**Run 1: zoomed window**

The bar under the picture is 10 um long. Window x 73 to 113, y 36 to 76 um. Cells in grey, sequential cells in the stronger grey; small squares are vias.
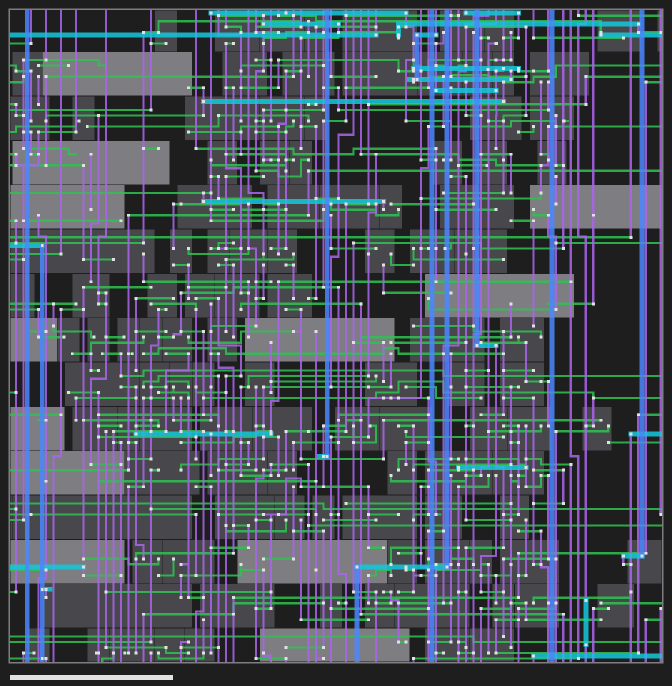
**Run 1: routing congestion**

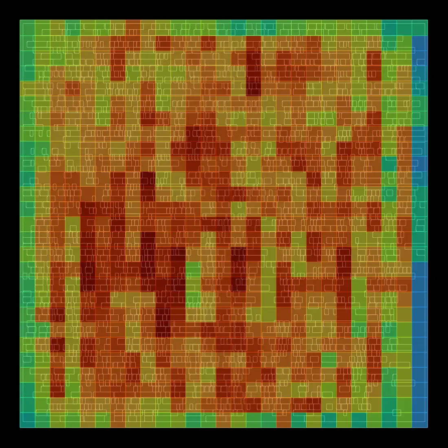
**Run 1: cell sizes after repair**

The bar under the picture is 50 um long.
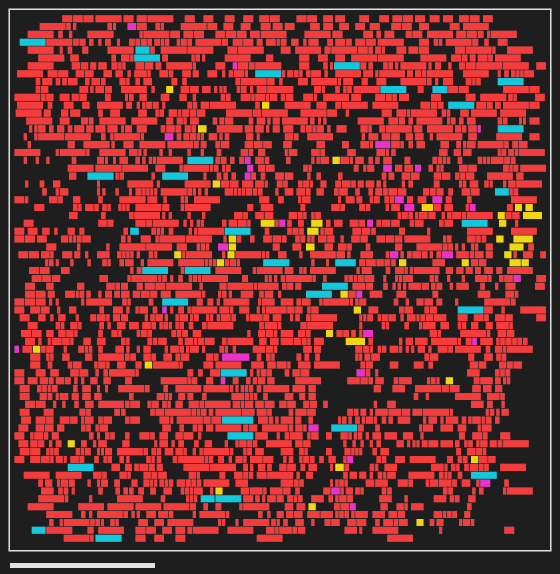
**Run 1: M1 wires**

The bar under the picture is 50 um long. Supply wires on this layer in grey.
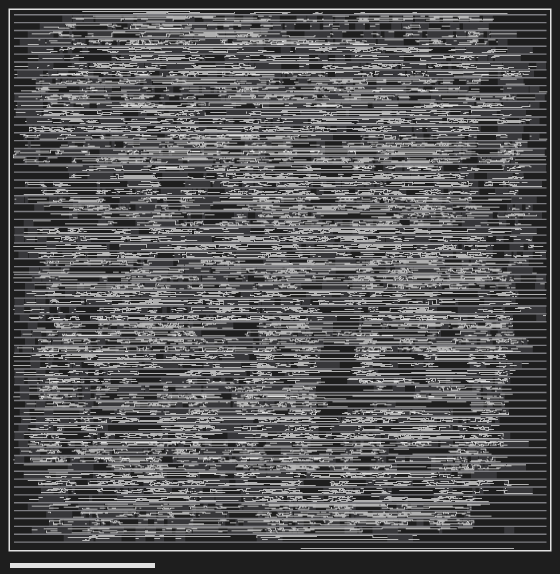
--- src/rtl/mdu_pkg.sv ---
// Shared definitions for the multiply/divide unit: op encodings, FSM states,
// iteration count and a small op-decoding helper.
package mdu_pkg;

   localparam int MDU_ITER = 32;

   typedef enum logic [1:0] {
      MDU_MULT  = 2'b00,
      MDU_MULTU = 2'b01,
      MDU_DIV   = 2'b10,
      MDU_DIVU  = 2'b11
   } mdu_op_t;

   typedef enum logic [1:0] {
      IDLE = 2'b00,
      CALC = 2'b01,
      FIX  = 2'b10
   } mdu_state_t;

   // True for the signed variants (MULT, DIV).
   function automatic logic mdu_is_signed(input logic [1:0] op);
      return (op == MDU_MULT) || (op == MDU_DIV);
   endfunction

   // True for the divide variants (DIV, DIVU).
   function automatic logic mdu_is_div(input logic [1:0] op);
      return (op == MDU_DIV) || (op == MDU_DIVU);
   endfunction

endpackage

--- src/rtl/mdu_step.sv ---
// One iteration of the multiply/divide datapath, purely combinational.
// Multiply: working register is {accumulator, multiplier}; the operand is the
//   multiplicand. Each step conditionally adds and shifts right by one.
// Divide: working register is {remainder, dividend/quotient}; the operand is
//   the divisor. Each step shifts left by one and does a restoring subtract,
//   shifting the quotient bit in at the bottom.
module mdu_step (
   input  logic [63:0] i_work,
   input  logic [31:0] i_operand,
   input  logic        i_div,
   output logic [63:0] o_work
);

   logic [31:0] w_addend;
   logic [32:0] w_sum;
   logic [32:0] w_shift_hi;
   logic        w_ge;
   logic [31:0] w_diff;

   // Shift-add: the carry out of the add becomes the new top bit after the shift.
   assign w_addend = i_work[0] ? i_operand : 32'd0;
   assign w_sum    = {1'b0, i_work[63:32]} + {1'b0, w_addend};

   // Shift-subtract: the partial remainder is below 2^32 after a successful
   // subtract, so 32 bits of difference are enough.
   assign w_shift_hi = i_work[63:31];
   assign w_ge       = (w_shift_hi >= {1'b0, i_operand});
   assign w_diff     = w_shift_hi[31:0] - i_operand;

   // Select the step for the active mode.
   always_comb begin
      o_work = {w_sum, i_work[31:1]};
      if (i_div) begin
         if (w_ge)
            o_work = {w_diff, i_work[30:0], 1'b1};
         else
            o_work = {i_work[62:0], 1'b0};
      end
   end

endmodule

--- src/rtl/mdu_32.sv ---
// Sequential 32-bit multiply/divide unit with architectural HI/LO.
// Operands are reduced to magnitudes at launch, iterated 32 times through
// mdu_step, and sign-corrected into HI/LO in the final FIX cycle.
module mdu_32
   import mdu_pkg::*;
#(
   parameter int ITER = MDU_ITER
) (
   input  logic        clk,
   input  logic        rst_n,
   input  logic        start,
   input  logic [1:0]  op,
   input  logic [31:0] a,
   input  logic [31:0] b,
   input  logic        hi_we,
   input  logic        lo_we,
   input  logic [31:0] wdata,
   output logic        busy,
   output logic        done,
   output logic        div_by_zero,
   output logic [31:0] hi,
   output logic [31:0] lo
);

   localparam logic [5:0] LAST_CNT = 6'(ITER - 1);

   mdu_state_t  r_state;
   logic [5:0]  r_cnt;
   logic [63:0] r_work;
   logic [31:0] r_operand;
   logic [31:0] r_a_orig;
   logic        r_is_div;
   logic        r_neg_res;
   logic        r_neg_rem;
   logic        r_busy;
   logic        r_done;
   logic        r_dbz;
   logic [31:0] r_hi;
   logic [31:0] r_lo;

   logic        w_signed;
   logic [31:0] w_mag_a;
   logic [31:0] w_mag_b;
   logic [63:0] w_step;
   logic [63:0] w_prod;
   logic [31:0] w_quo;
   logic [31:0] w_rem;

   // Magnitudes for signed ops; 0x80000000 maps to 2^31 as an unsigned value.
   assign w_signed = mdu_is_signed(op);
   assign w_mag_a  = (w_signed && a[31]) ? (~a + 32'd1) : a;
   assign w_mag_b  = (w_signed && b[31]) ? (~b + 32'd1) : b;

   mdu_step u_step (
      .i_work    (r_work),
      .i_operand (r_operand),
      .i_div     (r_is_div),
      .o_work    (w_step)
   );

   // Sign correction applied in FIX.
   assign w_prod = r_neg_res ? (~r_work + 64'd1) : r_work;
   assign w_quo  = r_neg_res ? (~r_work[31:0] + 32'd1) : r_work[31:0];
   assign w_rem  = r_neg_rem ? (~r_work[63:32] + 32'd1) : r_work[63:32];

   // Control FSM, iteration datapath and HI/LO registers.
   always_ff @(posedge clk or negedge rst_n) begin
      if (!rst_n) begin
         r_state   <= IDLE;
         r_cnt     <= 6'd0;
         r_work    <= 64'd0;
         r_operand <= 32'd0;
         r_a_orig  <= 32'd0;
         r_is_div  <= 1'b0;
         r_neg_res <= 1'b0;
         r_neg_rem <= 1'b0;
         r_busy    <= 1'b0;
         r_done    <= 1'b0;
         r_dbz     <= 1'b0;
         r_hi      <= 32'd0;
         r_lo      <= 32'd0;
      end else begin
         r_done <= 1'b0;
         r_dbz  <= 1'b0;
         case (r_state)
            IDLE: begin
               if (start) begin
                  // Launch wins over any concurrent MTHI/MTLO.
                  r_state   <= CALC;
                  r_busy    <= 1'b1;
                  r_cnt     <= 6'd0;
                  r_a_orig  <= a;
                  r_is_div  <= mdu_is_div(op);
                  r_neg_res <= w_signed && (a[31] ^ b[31]);
                  r_neg_rem <= w_signed && a[31];
                  if (mdu_is_div(op)) begin
                     r_work    <= {32'd0, w_mag_a};
                     r_operand <= w_mag_b;
                  end else begin
                     r_work    <= {32'd0, w_mag_b};
                     r_operand <= w_mag_a;
                  end
               end else begin
                  if (hi_we) r_hi <= wdata;
                  if (lo_we) r_lo <= wdata;
               end
            end
            CALC: begin
               r_work <= w_step;
               r_cnt  <= r_cnt + 6'd1;
               if (r_cnt == LAST_CNT) r_state <= FIX;
            end
            FIX: begin
               r_state <= IDLE;
               r_busy  <= 1'b0;
               r_done  <= 1'b1;
               if (r_is_div) begin
                  if (r_operand == 32'd0) begin
                     r_hi  <= r_a_orig;
                     r_lo  <= 32'hFFFF_FFFF;
                     r_dbz <= 1'b1;
                  end else begin
                     r_hi <= w_rem;
                     r_lo <= w_quo;
                  end
               end else begin
                  r_hi <= w_prod[63:32];
                  r_lo <= w_prod[31:0];
               end
            end
            default: begin
               r_state <= IDLE;
               r_busy  <= 1'b0;
            end
         endcase
      end
   end

   assign busy        = r_busy;
   assign done        = r_done;
   assign div_by_zero = r_dbz;
   assign hi          = r_hi;
   assign lo          = r_lo;

endmodule

--- config.mk ---
export PLATFORM = sky130hd
export DESIGN_NAME = mdu_32
export DESIGN_NICKNAME = d
export VERILOG_FILES = /design/src/rtl/mdu_pkg.sv /design/src/rtl/mdu_step.sv /design/src/rtl/mdu_32.sv
export SDC_FILE = /design/constraint.sdc
export NUM_CORES = 1
export LEC_CHECK = 0
export CAP_MARGIN = 20
export CORE_UTILIZATION = 50
export DETAILED_ROUTE_END_ITERATION = 8
export PLACE_DENSITY = 0.71
export SYNTH_ARGS = -nofsm -noshare
export SYNTH_HDL_FRONTEND = slang
export SYNTH_SLANG_ARGS = --single-unit
--- constraint.sdc ---
create_clock -name clk -period 10.81 [get_ports clk]
set_input_delay 1.6215 -clock clk [delete_from_list [all_inputs] [get_ports clk]]
set_output_delay 1.6215 -clock clk [all_outputs]
set_load 0.01 [all_outputs]
==> impl_metrics.py, run 1 <==
# Physical implementation metrics
metrics = {
    "outcome": {
        "status": "finished, final reports clean",
    },
    "clocking": {
        "ctsResizeCount": 0,
        "cts_hold_buf": 0,
        "cts_root_buffer": "clkbuf_16",
        "clk_pin_slew_ps": 60,
        "cts_buffers": 27,
        "cts_tree": "yes",
    },
    "yosys": {
        "synthTopCellsByCount": "nand2_1, o21ai_0, dfrtp_1",
        "top_logic_kind": "AND-OR/OR-AND gates",
        "ys_seq_share_pct": 30.3,
        "edf_count": 0,
        "async_flop_share_pct": 100,
        "synth_flops": 206,
        "synthTopCellsByArea": "dfrtp_1, o21ai_0, nand2_1, xnor2_1, ha_1",
        "synth_nets": 2368,
        "ys_cells": 2194,
        "yosys_warnings": 0,
        "synth_top_cell_by_count": "nand2_1",
        "ys_sh_aoi_pct": 26.4,
        "ys_types": 71,
    },
    "drt": {
        "drc": 0,
        "drt-vias-per-instance": 6.52,
        "initialDrtViolationCount": 2141,
    },
    "floorplan": {
        "io_pins": 170,
        "die_h_um": 187,
        "rows": 67,
        "tap_cells": 448,
    },
    "finish": {
        "drive_gt1_share_pct": 4.79,
        "final_cell_mix": "nand2_1, o21ai_0, dfrtp_1, nor2_1, clkdlybuf4s50_1",
        "inverters": 66,
        "buffer_area_share_pct": 9.56,
        "nets": 2431,
        "comb_area_share_pct": 55.9,
        "n_fill_cell": 3132,
        "logic_gates": 1761,
        "syn2layout_area_growth_pct": 16.2,
        "logic_area_sq_um": 11100,
    },
    "timing": {
        "period_used_pct": 39.2,
        "finalHoldViolCount": 0,
        "worst_slew_pin_slew_ps": 1100,
        "fin_crit_ps": 4230,
        "rsz0062_at_grt": "false",
    },
    "worst_setup_path": {
        "critPathRequiredTime_ps": 11230,
        "path_delay_family": "AND-OR/OR-AND gates",
        "worst-path-buf-inv": 3,
        "worstSetupPathType": "reg -> reg",
    },
    "global_routing": {
        "grt_use_total_pct": 37.4,
        "grt_pass1_vias": 16500,
        "grt_first_pass_wirelength_um": 100000,
    },
    "placed_design": {
        "gp_congestion": 0.978,
        "pre_cts_ws_ps": 6070,
    },
    "run": {
        "drv_cap": 0,
        "warning_count": 26,
    },
}
-- 'zoomed window' (at the start) --
| layer | colour |
|---|---|
| met1 | green |
| met2 | purple |
| met3 | cyan |
| met4 | blue |
cells with their middle in the window: 119
sequential cells in the window: 10
most frequent: o21ai_0 (13), ha_1 (11)
netlist names of flops here include: `r_work` (7), `r_operand` (2)

-- 'routing congestion' (at the start) --
met1 GRT Util: 50.3%
M3 GR Usage: 6.49%
fin util: 59.0%

-- 'cell sizes after repair' (at the start) --
| size | colour | cells | share |
|---|---|---|---|
| drive 1 or less | red | 2168 | 95% |
| drive 6 and up | cyan | 35 | 1.5% |
| drive 2 | magenta | 33 | 1.4% |
| drive 3 to 4 | yellow | 41 | 1.8% |

-- 'M1 wires' (at the start) --
main direction: horizontal
share of all routed wire: 41%
nets with wire on the layer: 2238
routed vias: 17800
Detailed Route WL: 66400 um

run 1: worst paths after layout:
check	from	depth (start not counted)	endpoint	slack [ps]
min in group asynchronous	rst_n	1	r_operand[11]	1110
min reg2reg	hi[13]	2	hi[13]	480
max reg2reg	r_work[0]	14	r_work[61]	6580
max in group asynchronous	rst_n	2	r_work[33]	8080
min	hi[13]	2	hi[13]	480
max	r_work[0]	14	r_work[61]	6580
run 1: layer usage:
layer / wire [um] / GRT usage (%) / share of wire [%]
met1: 27000 / 50.3 / 41
met5: 0 / 0 / 0
met3: 6090 / 6.49 / 9.2
met2: 29600 / 58.6 / 45
met4: 3650 / 17.2 / 5.5
run 1: report_power, final:
part | switching (mW) | internal, mW
Clock | 0.380 | 0.509
Combinational | 2.54 | 1.85
Sequential | 0.607 | 1.17
## Run 2: what changed since run 1
==> constraint.sdc (replaced) <==
create_clock -name clk -period 4.35 [get_ports clk]
set_input_delay 0.6525 -clock clk [delete_from_list [all_inputs] [get_ports clk]]
set_output_delay 0.6525 -clock clk [all_outputs]
set_load 0.01 [all_outputs]
**Run 2: routing congestion**

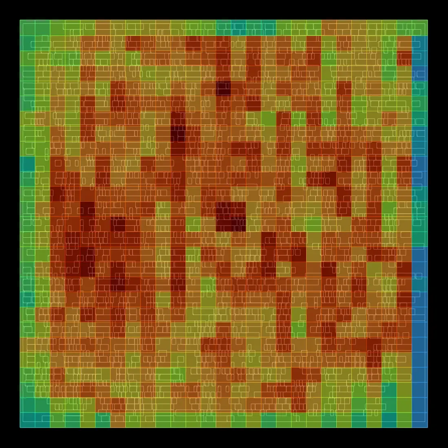
GRT busiest layer: met2
global routing usage on met2: 60.5%
fin util: 60.1%
met1 GRT Util: 52.3%
drt wl/cell: 24.5 um

==> impl_metrics.py, run 2 <==
# Physical implementation metrics
metrics = {
    "worst_setup_path": {
        "reg2regPathDepth": 10,
        "critPathRequiredTime_ps": 4790,
        "r2r-start": "r_work[37]",
        "worstSetupPathType": "reg -> reg",
        "critPathLaunch": "r_work[37]",
        "reg2reg_setup_slack_ps": 290,
    },
    "yosys": {
        "synth_nets": 2368,
        "synth_top_cell_by_count": "nand2_1",
        "ys_sh_aoi_pct": 26.4,
        "async_flop_share_pct": 100,
        "ys_cells": 2194,
        "top_logic_kind": "AND-OR/OR-AND gates",
        "edf_count": 0,
        "ys_types": 71,
        "synthTopCellsByArea": "dfrtp_1, o21ai_0, nand2_1, xnor2_1, ha_1",
        "synthTopCellsByCount": "nand2_1, o21ai_0, dfrtp_1",
    },
    "run": {
        "drv_cap": 0,
        "warning_count": 26,
    },
    "global_routing": {
        "grt_use_total_pct": 38.2,
        "grt_pass1_vias": 16700,
        "grt_first_pass_wirelength_um": 102000,
    },
    "finish": {
        "logic_area_sq_um": 11100,
        "comb_area_share_pct": 55.0,
        "drive_gt1_share_pct": 6.32,
        "inverters": 66,
        "n_fill_cell": 3138,
        "final_cell_mix": "nand2_1, o21ai_0, dfrtp_1, nor2_1, clkdlybuf4s50_1",
        "syn2layout_area_growth_pct": 18.2,
        "nets": 2465,
        "logic_gates": 1761,
    },
    "power_and_ir_drop": {
        "p_sw_mw": 8.91,
        "p_clk_share_pct": 12.8,
        "switching_share_pct": 49.6,
        "power_frac_seq_pct": 22.7,
        "combPwrFrac_pct": 64.5,
    },
    "floorplan": {
        "die_h_um": 187,
        "tap_cells": 448,
        "rows": 67,
        "core_area_sq_um": 33500,
        "io_pins": 170,
    },
    "clocking": {
        "ctsResizeCount": 0,
        "cts_tree": "yes",
        "cts_buffers": 26,
        "cts_root_buffer": "clkbuf_16",
        "clk_pin_slew_ps": 60,
    },
    "drt": {
        "routed-wl-met2_um": 30300,
        "wl_um": 67600,
        "drc": 0,
        "vias": 17800,
        "initialDrtViolationCount": 1939,
    },
    "timing": {
        "period_used_pct": 93.2,
        "fin_crit_ps": 4060,
        "finalHoldViolCount": 0,
        "rsz0062_at_grt": "false",
    },
    "placed_design": {
        "gp_congestion": 0.988,
    },
    "outcome": {
        "status": "finished, final reports clean",
    },
}
-- run 2: critical path, stage by stage, from the launching register on --
cell and delay [ps]:
dfrtp_1 520, ha_1 440, a211oi_1 320, o21ai_0 210, and2_1 200, or4_1 560, a31oi_1 570, o21bai_4 390
mux2i_1 200, a311oi_1 390, nand2_1 110
-- run 2: power groups by stage --
stage	Combinational, mW	Sequential, mW	Clock (mW)
2_1_floorplan	7.84	3.63	0
3_3_place_gp	11.1	4.05	0
3_5_place_dp	11.2	4.09	0
4_1_cts	11.3	4.06	2.32
5_1_grt	12.6	4.16	2.39
6_report	11.6	4.09	2.29
-- run 2: metrics by stage --
step / total power [mW] / hold slack, ps
after floorplan: 11.5 / 357
after global placement: 15.2 / 461
after detailed placement: 15.3 / 466
after CTS: 17.7 / 177
after global routing: 19.1 / 186
final: 18.0 / 140
No activity file was given, so power comes from the tool's default toggle rates.
